File: config.mk
export PLATFORM = sky130hd
export DESIGN_NAME = apple_spawner
export DESIGN_NICKNAME = d
export VERILOG_FILES = /design/src/rtl/apple_spawner_pkg.sv /design/src/rtl/apple_spawner_lfsr16.sv /design/src/rtl/apple_spawner.sv
export SDC_FILE = /design/constraint.sdc
export NUM_CORES = 1
export LEC_CHECK = 0
export CORE_AREA = 2 2 85 87
export CTS_CLUSTER_SIZE = 24
export DETAILED_ROUTE_END_ITERATION = 6
export DIE_AREA = 0 0 87 89
export GPL_TIMING_DRIVEN = 0
export PLACE_DENSITY = 0.7
export SLEW_MARGIN = 20
export SYNTH_ARGS = -nofsm -noshare
export SYNTH_HDL_FRONTEND = slang
export SYNTH_SLANG_ARGS = --single-unit
export TNS_END_PERCENT = 5
File: constraint.sdc
create_clock -name clk -period 2.3 [get_ports clk]
set_clock_uncertainty 0.15 [all_clocks]
set_input_delay 0.345 -clock clk [delete_from_list [all_inputs] [get_ports clk]]
set_output_delay 0.345 -clock clk [all_outputs]
set_load 0.05 [all_outputs]
File: src/rtl/apple_spawner_pkg.sv
// Shared game constants, LFSR definition and the apple spawner state type.
package apple_spawner_pkg;

    // Playfield geometry shared by the snake body logic and the renderers.
    localparam int BIT       = 10;  // pixel coordinate width
    localparam int SIZE      = 10;  // cell size in px
    localparam int GRID_COLS = 64;
    localparam int GRID_ROWS = 48;
    localparam int CELL_BIT  = 6;   // cell index width

    localparam int MAX_TRIES = 255;

    // Right-shifting Galois form of x^16 + x^14 + x^13 + x^11 + 1.
    localparam logic [15:0] LFSR_TAPS = 16'hB400;
    localparam logic [15:0] LFSR_SEED = 16'hACE1;

    typedef enum logic [1:0] {
        SP_IDLE,
        SP_DRAW,
        SP_WAIT,
        SP_COMMIT
    } spawn_state_e;

    function automatic logic [15:0] lfsr_step(input logic [15:0] v);
        return (v >> 1) ^ (v[0] ? LFSR_TAPS : 16'h0000);
    endfunction

endpackage

File: src/rtl/apple_spawner_lfsr16.sv
// Free-running 16-bit Galois LFSR, reusable by any random game event.
module apple_spawner_lfsr16 #(
    parameter logic [15:0] SEED = apple_spawner_pkg::LFSR_SEED
) (
    input  logic        clk,
    input  logic        reset,
    output logic [15:0] lfsr_o
);
    import apple_spawner_pkg::*;

    logic [15:0] lfsr_q;
    logic [15:0] lfsr_d;

    // Next value of the shift register.
    always_comb begin
        lfsr_d = lfsr_step(lfsr_q);
    end

    // Register advances every cycle; reset reloads the seed.
    always_ff @(posedge clk) begin
        if (reset) begin
            lfsr_q <= SEED;
        end else begin
            lfsr_q <= lfsr_d;
        end
    end

    assign lfsr_o = lfsr_q;

endmodule

File: src/rtl/apple_spawner.sv
// Apple spawner: draws random grid cells, rejects out-of-field or snake
// occupied ones, and commits the pixel position of the next apple.
module apple_spawner #(
    parameter int          BIT       = apple_spawner_pkg::BIT,
    parameter int          SIZE      = apple_spawner_pkg::SIZE,
    parameter int          GRID_COLS = apple_spawner_pkg::GRID_COLS,
    parameter int          GRID_ROWS = apple_spawner_pkg::GRID_ROWS,
    parameter int          CELL_BIT  = apple_spawner_pkg::CELL_BIT,
    parameter logic [15:0] SEED      = apple_spawner_pkg::LFSR_SEED,
    parameter int          MAX_TRIES = apple_spawner_pkg::MAX_TRIES
) (
    input  logic                clk,
    input  logic                reset,
    input  logic                apple_eaten,
    output logic                occ_req,
    output logic [CELL_BIT-1:0] occ_col,
    output logic [CELL_BIT-1:0] occ_row,
    input  logic                occ_ack,
    input  logic                occ_hit,
    output logic [BIT-1:0]      x_start,
    output logic [BIT-1:0]      y_start,
    output logic                apple_valid,
    output logic                spawn_stuck
);
    import apple_spawner_pkg::*;

    localparam int                 TRY_W   = $clog2(MAX_TRIES + 1);
    localparam logic [TRY_W-1:0]   TRY_MAX = TRY_W'(MAX_TRIES);
    localparam logic [BIT-1:0]     SIZE_PX = BIT'(SIZE);

    // The largest pixel coordinate must be representable, and cell indices
    // must cover the grid using disjoint LFSR bit fields.
    if (((GRID_COLS * SIZE) - 1) >= (2 ** BIT) ||
        ((GRID_ROWS * SIZE) - 1) >= (2 ** BIT)) begin : g_bad_px_width
        $error("apple_spawner: playfield pixel extent does not fit in BIT bits");
    end
    if ((2 ** CELL_BIT) < GRID_COLS || (2 ** CELL_BIT) < GRID_ROWS ||
        (2 * CELL_BIT) > 16) begin : g_bad_cell_width
        $error("apple_spawner: CELL_BIT cannot index the grid from the LFSR");
    end

    logic [15:0]         lfsr;
    logic [CELL_BIT-1:0] cand_col;
    logic [CELL_BIT-1:0] cand_row;
    logic                cand_ok;
    logic                unused_lfsr_hi;

    spawn_state_e        state_q, state_d;
    logic [TRY_W-1:0]    try_q, try_d;
    logic                stuck_q, stuck_d;
    logic                req_q, req_d;
    logic [CELL_BIT-1:0] col_q, col_d;
    logic [CELL_BIT-1:0] row_q, row_d;
    logic [BIT-1:0]      x_q, x_d;
    logic [BIT-1:0]      y_q, y_d;
    logic                valid_q, valid_d;

    apple_spawner_lfsr16 #(
        .SEED   (SEED)
    ) u_lfsr (
        .clk    (clk),
        .reset  (reset),
        .lfsr_o (lfsr)
    );

    assign cand_col       = lfsr[CELL_BIT-1:0];
    assign cand_row       = lfsr[2*CELL_BIT-1:CELL_BIT];
    assign cand_ok        = (int'(cand_col) < GRID_COLS) && (int'(cand_row) < GRID_ROWS);
    assign unused_lfsr_hi = ^lfsr[15:2*CELL_BIT];

    function automatic logic [TRY_W-1:0] try_inc(input logic [TRY_W-1:0] t);
        return (t == TRY_MAX) ? t : t + 1'b1;
    endfunction

    // Next-state and output logic of the spawn sequence.
    always_comb begin
        state_d = state_q;
        try_d   = try_q;
        stuck_d = stuck_q;
        req_d   = req_q;
        col_d   = col_q;
        row_d   = row_q;
        x_d     = x_q;
        y_d     = y_q;
        valid_d = valid_q;
        case (state_q)
            SP_IDLE: begin
                if (apple_eaten) begin
                    valid_d = 1'b0;
                    state_d = SP_DRAW;
                end
            end
            SP_DRAW: begin
                if (cand_ok) begin
                    col_d   = cand_col;
                    row_d   = cand_row;
                    req_d   = 1'b1;
                    state_d = SP_WAIT;
                end else begin
                    try_d = try_inc(try_q);
                    if (try_d == TRY_MAX) stuck_d = 1'b1;
                end
            end
            SP_WAIT: begin
                // Query stays posted with a stable cell until it is answered.
                if (occ_ack) begin
                    req_d = 1'b0;
                    if (occ_hit) begin
                        try_d = try_inc(try_q);
                        if (try_d == TRY_MAX) stuck_d = 1'b1;
                        state_d = SP_DRAW;
                    end else begin
                        state_d = SP_COMMIT;
                    end
                end
            end
            SP_COMMIT: begin
                x_d     = BIT'(col_q) * SIZE_PX;
                y_d     = BIT'(row_q) * SIZE_PX;
                valid_d = 1'b1;
                try_d   = '0;
                stuck_d = 1'b0;
                state_d = SP_IDLE;
            end
            default: begin
                state_d = SP_DRAW;
            end
        endcase
    end

    // State and output registers; reset restarts a fresh spawn.
    always_ff @(posedge clk) begin
        if (reset) begin
            state_q <= SP_DRAW;
            try_q   <= '0;
            stuck_q <= 1'b0;
            req_q   <= 1'b0;
            col_q   <= '0;
            row_q   <= '0;
            x_q     <= '0;
            y_q     <= '0;
            valid_q <= 1'b0;
        end else begin
            state_q <= state_d;
            try_q   <= try_d;
            stuck_q <= stuck_d;
            req_q   <= req_d;
            col_q   <= col_d;
            row_q   <= row_d;
            x_q     <= x_d;
            y_q     <= y_d;
            valid_q <= valid_d;
        end
    end

    assign occ_req     = req_q;
    assign occ_col     = col_q;
    assign occ_row     = row_q;
    assign x_start     = x_q;
    assign y_start     = y_q;
    assign apple_valid = valid_q;
    assign spawn_stuck = stuck_q;

endmodule

==> flow_metrics.tcl, run 1 <==
# yosys + openroad results
set metrics [dict create \
    outcome "finished, final reports clean" \
    htree_levels 3 \
    yosys_cells 292 \
    synthAdderAreaFrac_pct 9.976 \
    ys_chip_area_mm2 0.002634 \
    cts_tree "yes" \
    clkbuf_count 9 \
    final_cell_count_no_fill 426 \
    finalInstanceArea_mm2 0.003386 \
    synthAoiAreaFrac_pct 12.92 \
    p_per_area_mw_per_mm2 874.9 \
    crit_family "adder cells" \
    power_mw 2.962 \
    gp_congestion 0.8242 \
    final.setup.worst_slack_ps 122.8 \
    layout.area.comb_mm2 0.001364 \
    clkTransAtPathRegs_ps 70 \
    setup_tns_ps 0 \
    ff_count 59 \
    clock-sinks 59 \
    async_reset_ff_share_pct 0 \
    timing.slew.headroom_pct 63.13 \
    grt_pass1_wl_mm 9.439 \
    io_pins 40 \
    initialDrtViolationCount 84 \
    comb_area_share_pct 40.28 \
    nonClockInverterCount 5 \
    setup_viol 0 \
    yosysSeqAreaShare_pct 44.85 \
    initial_core_util_pct 39.20 \
    worstPathRequired_ps 2420 \
    hold_class "register to register" \
    num_rows 30 \
    diodes 0 \
    synthXorXnorAreaFrac_pct 2.328 \
    finalCritPeriodShare_pct 94.66 \
    grt_max_degree 13 \
    edf_count 0 \
    syn2layout_area_growth_pct 28.55 \
    critPathLaunchType "register" \
    grt_util_all_layers_pct 16.10 \
    placed_cells 410 \
    n_all_buffers 54 \
    insertion_delay_ps 350 \
    placed_cell_area_mm2 0.003113 \
    seq_area_mm2 0.001186 \
    clkCellAreaFrac_pct 7.982 \
    clk_path_buf_depth 2 \
    synthFlopType "dfxtp_1" \
    nonClkBufAreaFrac_pct 13.19 \
    grt_pass1_vias 1997 \
    seq_share_pct 35.03 \
    worst_pin_slew_ps 553.1 \
    post-cts-setup-buffers 0 \
    final_common_cell "dfxtp_1" \
    synth_area_mm2 0.002634 \
    dominant_cells "combinational gates" \
    cp_max_fo 4 \
    portBuffers 37 \
    cts_hold_buf 0 \
    syn_inst 292 \
]
run 1: synth_stat cells, types with 4 or more instances:
cell	number	share of area, %
dfxtp_1	59	45
nand2_1	43	6.1
a21oi_1	36	6.8
nor2_1	24	3.4
ha_1	17	8.1
mux2i_1	12	4.6
nor2b_1	11	2.6
clkbuf_1	8	1.1
nor3_1	8	1.5
or2_2	7	1.7
xnor2_1	7	2.3
inv_1	5	0.71
nand3_1	5	0.95
buf_2	4	0.76
o21ai_0	4	0.76
run 1: worst register-to-register path: stages, from the launching register on:
cell	delay [ps]
dfxtp_1	370
ha_1	300
ha_1	170
inv_1	60
fa_1	380
nor2b_1	170
o21a_1	160
nor3_1	40
nand3b_1	150
a21oi_1	140
run 1: sequential cells by signal, indices dropped and copies added (netlist names):
signal and cells:
state_q 2, y_start 9, try_q 8, u_lfsr.lfsr_o 16, occ_row 6, x_start 9, apple_valid 1, occ_col 6
occ_req 1, spawn_stuck 1
run 1: path summary, 6_finish.rpt:
check	startpoint	endpoint	slack, ps	cells after the start
worst max register to register	occ_row[1]	y_start[8]	120	9
worst max-delay path	occ_row[1]	y_start[8]	120	9
worst min-delay path	u_lfsr.lfsr_o[12]	u_lfsr.lfsr_o[11]	260	1
worst min register to register	u_lfsr.lfsr_o[12]	u_lfsr.lfsr_o[11]	260	1
run 1: per-layer routing:
| metal | global-route usage [%] | wire, µm | vias to the layer above |
|---|---|---|---|
| li1 | - | - | 1096 |
| met1 | 20.39 | 2765 | 1009 |
| met2 | 24.64 | 2600 | 43 |
| met3 | 4.340 | 246 | 10 |
| met4 | 9.517 | 124 | 0 |
| met5 | 0 | 0 | - |
run 1: power by group:
group	switching [mW]	internal (mW)	total, mW
clock network	0.447	0.838	1.28
registers	0.0615	1.09	1.15
logic	0.333	0.195	0.528
total	0.841	2.12	2.96
Run 1, supply network:
Scale bar: 20 µm. Pins as bars on the die edge. Tap cells in grey.
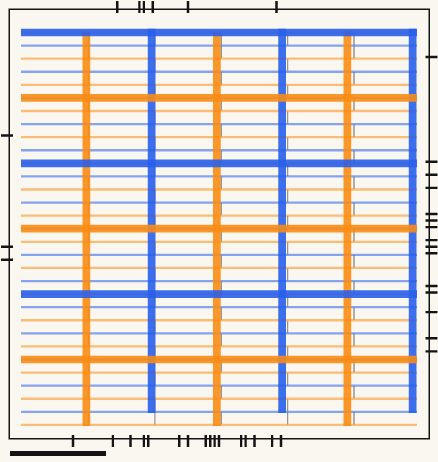
Key: VDD = blue; VSS = orange
The core has 30 rows. 31 met1 rails follow the rows. 80 tap cells. 6 straps on met4.
Core Area: 0.006719 mm²
Max VDD drop: 0.3026 mV
die width: 87 µm
Die Span Y: 89 µm

Run 1, close-up of the layout:
Region (53, 10) to (78, 35) µm. Cells in grey, sequential cells in the stronger grey; small squares are vias.
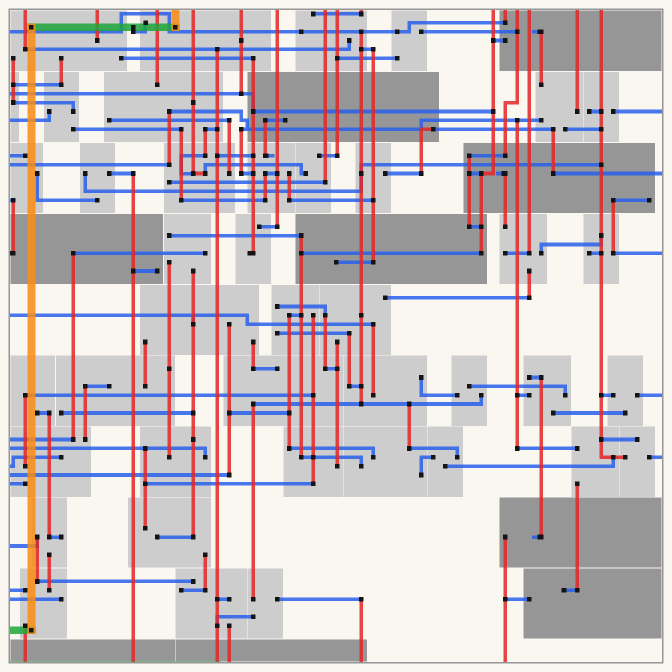
Key: met2 = red; met3 = green; met1 = blue; met4 = orange
Most frequent: nand2_1 (10), a21oi_1 (9), dfxtp_1 (7). 46 logic cells have their middle in the window. Sequential cells in the window: 7. Netlist names of flops here include `y_start` (4), `x_start` (3).

Run 1, wiring by layer:
Two of the layers only.
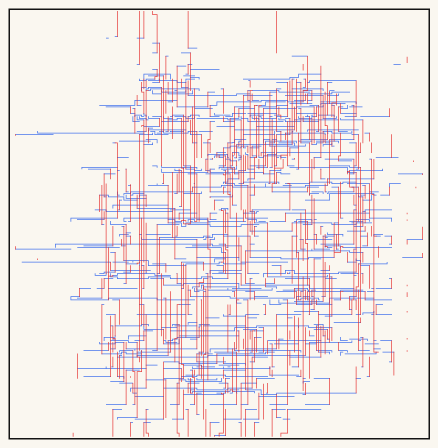
Key: met1 = blue [wire length 2770 µm]; met2 = red [wire length 2600 µm]
WL/cell: 13.47 µm
via count of the routed design: 2158

Run 1, M4 wires:
Cells faint in the background.
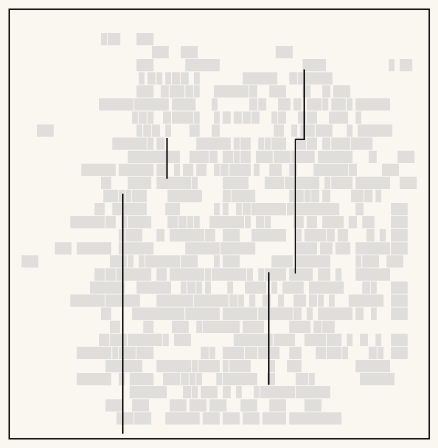
The layer carries 125 µm of wire. 2 nets have wire on it. The longest straight run is 49.6 µm. The layer holds 2.2% of the routed length. The wires run mostly vertical.
overall routed net length: 5.737 mm

==> run 2: changes to the inputs <==
- TNS_END_PERCENT: 5 -> not set
Run 2, routing congestion:
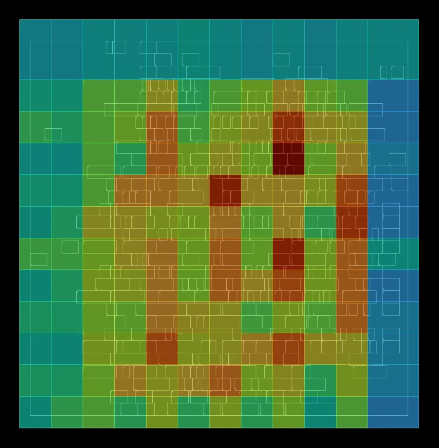
met1 usage: 20.39%
fin util: 50.39%
grt met2 use: 24.64%
GRT busiest layer: met2

Run 2, supply network:
Scale bar: 20 µm. Pins as bars on the die edge. Tap cells in grey.
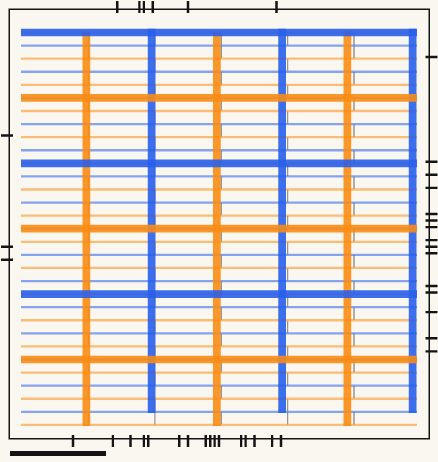
Key: VSS = orange; VDD = blue
80 tap cells. The core has 30 rows. 6 straps on met4.

==> run 2 against run 1 <==
Compared with the run above: hold slack stayed put; synthesized area is the same; cell area did not move; synthesized cell count did not move; flip-flop count unchanged; sequential share of layout area did not move; wire length unchanged; clock-buffer cell count did not move; register-to-register slack about the same; critical path type unchanged; core utilization stayed put; power stayed put; cell count unchanged; highest routed layer unchanged.
==> flow_metrics.tcl, run 2 <==
# yosys + openroad results
set metrics [dict create \
    setup_viol 0 \
    most_common_cell "dfxtp_1" \
    final_common_cell "dfxtp_1" \
    hold_class "register to register" \
    worst_pin_slew_ps 553.1 \
    cp_max_fo 4 \
    finalInstanceArea_mm2 0.003386 \
    synth_area_leader_cell "dfxtp_1" \
    yosys_cells 292 \
    timing.rr.start "occ_row[1]" \
    clock-sinks 59 \
    clkTransAtPathRegs_ps 70 \
    initialDrtViolationCount 84 \
    post-cts-setup-buffers 0 \
    final.setup.worst_slack_ps 122.8 \
    synthTopCellsByCount "dfxtp_1 (59), nand2_1 (43), a21oi_1 (36)" \
    yosysSeqAreaShare_pct 44.85 \
    crit_family "adder cells" \
    diodes 0 \
    top_area_share_pct 44.85 \
    grt_util_all_layers_pct 16.10 \
    critPathLaunchType "register" \
    gp_congestion 0.8242 \
    htree_levels 3 \
    seq_area_mm2 0.001186 \
    layout.area.comb_mm2 0.001364 \
    setup_tns_ps 0 \
    largest_register_ffs 16 \
    timing.slew.headroom_pct 63.13 \
    grt_max_degree 13 \
    ys_chip_area_mm2 0.002634 \
    die_w_um 87 \
    syn_inst 292 \
    grt_pass1_vias 1997 \
    outcome "finished, final reports clean" \
    grt_pass1_wl_mm 9.439 \
    cts_tree "yes" \
    cts_hold_buf 0 \
    routedWlPerCell_um 13.47 \
    clk_path_buf_depth 2 \
    placed_cell_area_mm2 0.003113 \
    power_mw 2.962 \
    synthFlopType "dfxtp_1" \
    routed_wl_mm 5.737 \
    core_area_mm2 0.006719 \
    finalCritPeriodShare_pct 94.66 \
    initial_core_util_pct 39.20 \
    io_pins 40 \
    worstPathRequired_ps 2420 \
    vias 2158 \
    startpoint "occ_row[1]" \
    ys_types 46 \
]
[run 2: cell counts after synthesis]
No cell type changed its count.
[run 2: worst paths after layout]
kind	cells past startpoint	endpoint	slack, ps
min reg2reg	1	u_lfsr.lfsr_o[11]	260
max	9	y_start[8]	120
max reg2reg	9	y_start[8]	120
min	1	u_lfsr.lfsr_o[11]	260
[run 2: per-stage QoR]
| stage | hold slack, ps | cells |
|---|---|---|
| after floorplan | 239.5 | 293 |
| after detailed placement | 244.1 | 410 |
| after global routing | 289.0 | 426 |
| after global placement | 243.1 | 410 |
| final | 261.0 | 426 |
| after CTS | 261.2 | 426 |
[run 2: cell families after synthesis]
group	count (synthesis)	share of synthesized area, %
XOR/XNOR	7	2.328
adder cells (fa/ha/maj)	20	9.976
AND/OR/NAND/NOR	115	21.62
buffers and inverters	22	3.610
other	1	0.1424
AND-OR/OR-AND	56	12.92
flip-flops	59	44.85
multiplexers	12	4.561
[run 2: power breakdown]
part / leakage (nW) / internal, mW / switching [mW]
logic: 0.723 / 0.195 / 0.333
clock network: 0.134 / 0.838 / 0.447
registers: 0.485 / 1.09 / 0.0615
[run 2: final cells by class]
class	instances	area share (%)
repair buffers	37	10.94
clock inverters	7	4.324
well taps	80	2.956
inverters	5	0.5543
clock buffers	9	3.659
plain buffers	17	2.254
multi-input cells	212	40.28
flip-flops and latches	59	35.03
[run 2: metal layers]
metal  vias up  wire length (µm)
met4         0               124
met5         -                 0
li1       1096                 -
met2        43              2600
met1      1009              2765
met3        10               246
Power is estimated from default activity; no workload was simulated.
